### src/rtl/pipe_trace_buffer.sv
// Trace capture for a pipeline register: circular history of {cycle, addr, instr}
// with pre-trigger history and a post-trigger window, frozen for readout once done.
module pipe_trace_buffer #(
  parameter int ADDR_W    = 32,
  parameter int DATA_W    = 32,
  parameter int DEPTH     = 16,
  parameter int CNT_W     = 32,
  parameter int POST_TRIG = 8,
  localparam int AW       = $clog2(DEPTH)
) (
  input  logic              CLK,
  input  logic              RST,
  input  logic              CAP_EN,
  input  logic              TRIG,
  input  logic              IN_VALID,
  input  logic [ADDR_W-1:0] IN_ADR,
  input  logic [DATA_W-1:0] IN_INS,
  input  logic              RD_EN,
  input  logic [AW-1:0]     RD_IDX,
  output logic [CNT_W-1:0]  RD_CYCLE,
  output logic [ADDR_W-1:0] RD_ADR,
  output logic [DATA_W-1:0] RD_INS,
  output logic              RD_VALID,
  output logic [1:0]        STATE,
  output logic [CNT_W-1:0]  CYCLE_COUNT,
  output logic [AW:0]       ENTRY_COUNT
);

  typedef enum logic [1:0] {IDLE = 2'd0, ARMED = 2'd1, POST = 2'd2, DONE = 2'd3} state_t;

  localparam int          REC_W = CNT_W + ADDR_W + DATA_W;
  localparam logic [AW-1:0] PT_L  = AW'(POST_TRIG);
  localparam logic [AW:0]   FULL  = (AW+1)'(DEPTH);

  state_t           state;
  logic [AW-1:0]    wptr;
  logic [AW-1:0]    pcnt;
  logic [REC_W-1:0] mem [DEPTH];

  logic          wr;
  logic          rd_ok;
  logic [AW-1:0] raddr;

  assign STATE = state;
  assign wr    = (state == ARMED || state == POST) && IN_VALID;
  // Index 0 is the oldest entry; when full this lands on wptr itself.
  assign raddr = wptr - ENTRY_COUNT[AW-1:0] + RD_IDX;
  assign rd_ok = RD_EN && (state == DONE) && ({1'b0, RD_IDX} < ENTRY_COUNT);

  // Storage is deliberately left out of reset so it maps onto plain RAM.
  always_ff @(posedge CLK) begin
    if (wr) mem[wptr] <= {CYCLE_COUNT, IN_ADR, IN_INS};
  end

  always_ff @(posedge CLK) begin
    if (RST) begin
      state       <= IDLE;
      CYCLE_COUNT <= '0;
      ENTRY_COUNT <= '0;
      wptr        <= '0;
      pcnt        <= '0;
      RD_VALID    <= 1'b0;
      RD_CYCLE    <= '0;
      RD_ADR      <= '0;
      RD_INS      <= '0;
    end else begin
      CYCLE_COUNT <= CYCLE_COUNT + CNT_W'(1);
      if (wr) begin
        wptr <= wptr + AW'(1);
        if (ENTRY_COUNT != FULL) ENTRY_COUNT <= ENTRY_COUNT + (AW+1)'(1);
      end
      case (state)
        IDLE: if (CAP_EN) begin
          state       <= ARMED;
          wptr        <= '0;
          ENTRY_COUNT <= '0;
        end
        ARMED: begin
          if (!CAP_EN) state <= IDLE;
          else if (TRIG) begin
            state <= (POST_TRIG == 0) ? DONE : POST;
            pcnt  <= PT_L;
          end
        end
        POST: begin
          if (!CAP_EN) state <= IDLE;
          else if (IN_VALID) begin
            pcnt <= pcnt - AW'(1);
            if (pcnt == AW'(1)) state <= DONE;
          end
        end
        DONE: if (!CAP_EN) state <= IDLE;
        default: state <= IDLE;
      endcase
      RD_VALID <= rd_ok;
      if (rd_ok) {RD_CYCLE, RD_ADR, RD_INS} <= mem[raddr];
    end
  end

endmodule

### config.mk
export PLATFORM = sky130hd
export DESIGN_NAME = pipe_trace_buffer
export DESIGN_NICKNAME = d
export VERILOG_FILES = /design/src/rtl/pipe_trace_buffer.sv
export SDC_FILE = /design/constraint.sdc
export NUM_CORES = 2
export LEC_CHECK = 0
export ABC_AREA = 0
export CORE_MARGIN = 2
export CORE_UTILIZATION = 40
export CTS_CLUSTER_DIAMETER = 50
export CTS_CLUSTER_SIZE = 10
export DETAILED_ROUTE_END_ITERATION = 7
export PLACE_DENSITY = 0.56
export SLEW_MARGIN = 20
export SYNTH_ARGS = -nofsm -noshare
export SYNTH_HDL_FRONTEND = slang
export SYNTH_SLANG_ARGS = --single-unit
### constraint.sdc
create_clock -name CLK -period 5.65 [get_ports CLK]
set_clock_uncertainty 0.1 [all_clocks]
set_input_delay 1.13 -clock CLK [delete_from_list [all_inputs] [get_ports CLK]]
set_output_delay 1.13 -clock CLK [all_outputs]
set_load 0.02 [all_outputs]
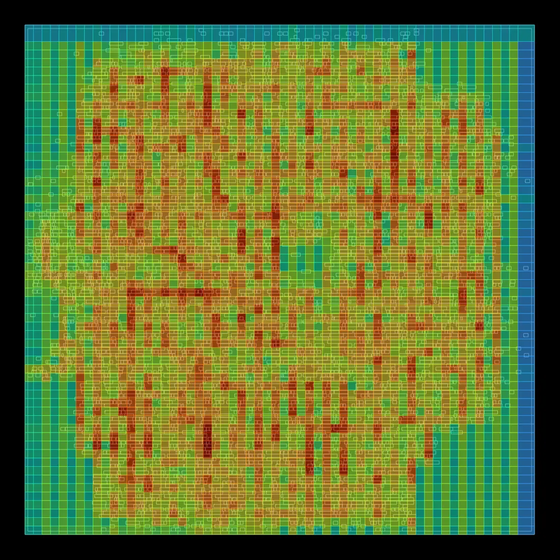
(images/congestion_map.png)
M2 GR Usage: 33.0%
Tot GR Track Use: 20.9%
Top Usage Layer GRT: met2
Final Core Density: 47.0%

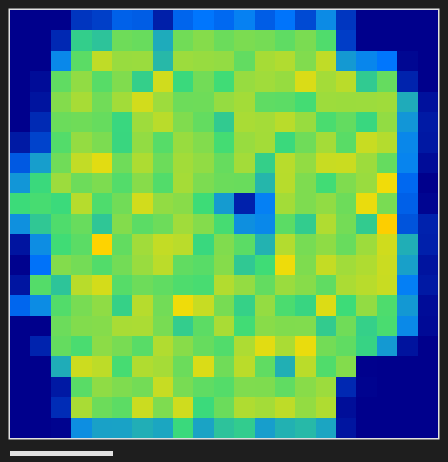
(images/util_map.png)
Scale bar: 100 um. The die is cut into 21 by 21 equal tiles; dark blue is low, red is high, 0 to 100% covered.
emptiest ninth of the die	south-east
nearly empty tiles	12%
tiles over 75% full	0.50%
fullest tile	77%
mean over tiles	44%

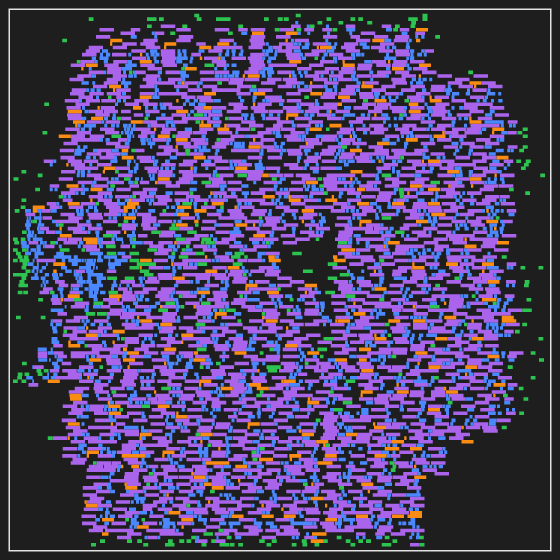
(images/class_map.png)
colour	class	cells	share of their area
blue	remaining logic cells	2274	22%
orange	clock drivers and dummy loads	364	8.0%
green	remaining buffers and delay cells	347	5.2%
purple	registers	1680	65%

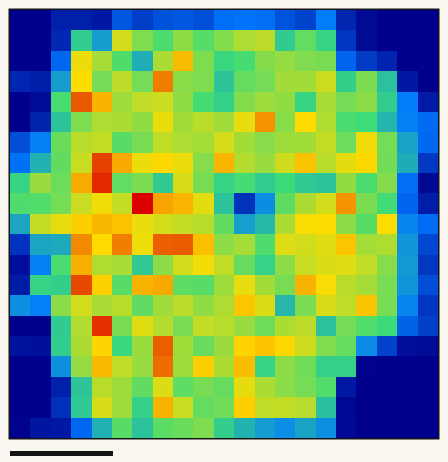
(images/route_heat.png)
Scale bar: 100 um. The die is cut into 21 by 21 equal tiles; dark blue is low, red is high, scaled to the fullest tile. Values are wire area over tile area, all layers added.
emptiest ninth of the die	south-east
tiles over half the peak	61%
mean over tiles	0.17

worst paths after layout:
kind | from | slack (ns) | end | depth (start not counted)
worst min register to register | RD_INS[18] | 0.39 | RD_INS[18] | 2
worst max register to register | wptr[0] | 1.64 | RD_ADR[5] | 13
worst min-delay path | RD_INS[18] | 0.39 | RD_INS[18] | 2
worst max-delay path | RD_IDX[1] | 1.24 | RD_ADR[5] | 13
tightest hold or removal path, stage by stage, from the launching register on:
cell and delay [ns]:
dfxtp_1 0.31, nand2b_1 0.06, o22ai_1 0.07
cells by family (layout without fill, tap and decap cells):
kind of cell,count (synthesis),count (layout)
flip-flops,1680,1680
other,0,2
buffers and inverters,412,734
XOR/XNOR,34,34
adder cells (fa/ha/maj),24,24
AND/OR/NAND/NOR,1196,1196
AND-OR/OR-AND,891,891
multiplexers,106,106
==> flow_metrics.env <==
# flow metrics
export IMPL_period_used_pct=78.1
export IMPL_dr_max_layer_used="met5"
export IMPL_layout_setup_ws_ns=1.24
export IMPL_fin_area_um2=78400
export IMPL_final_cell_mix="edfxtp_1 (1536), nor2b_1 (765), a2111oi_0 (760)"
export IMPL_cts_tree="yes"
export IMPL_viasPerCell=5.77
export IMPL_cts_resized=0
export IMPL_pwr_share_seq_pct=46.6
export IMPL_ys_chip_area_um2=67100
export IMPL_yosys_stat_cells=4343
export IMPL_logic_area_um2=16600
export IMPL_dominant_cells="flip-flops and latches"
export IMPL_status="complete, no violations"
export IMPL_drv_cap=0
export IMPL_portBuffers=209
export IMPL_slowest_delay_ns=0.83
export IMPL_grt_pass1_vias=39250
export IMPL_synth_top_area_share_pct=68.7
export IMPL_cp_buffers_inverters=6
export IMPL_drt_initial_drc_count=3715
export IMPL_crit_family="buffers and inverters"
export IMPL_cp_end_kind="flip-flop"
export IMPL_clk_latency_ns=0.84
export IMPL_final_cells=6871
export IMPL_clkbuf_count=324
export IMPL_p_sw_mw=7.46
export IMPL_slew_headroom_pct=28.8
export IMPL_lay_top_count="edfxtp_1"
export IMPL_clk_share_pct=7.68
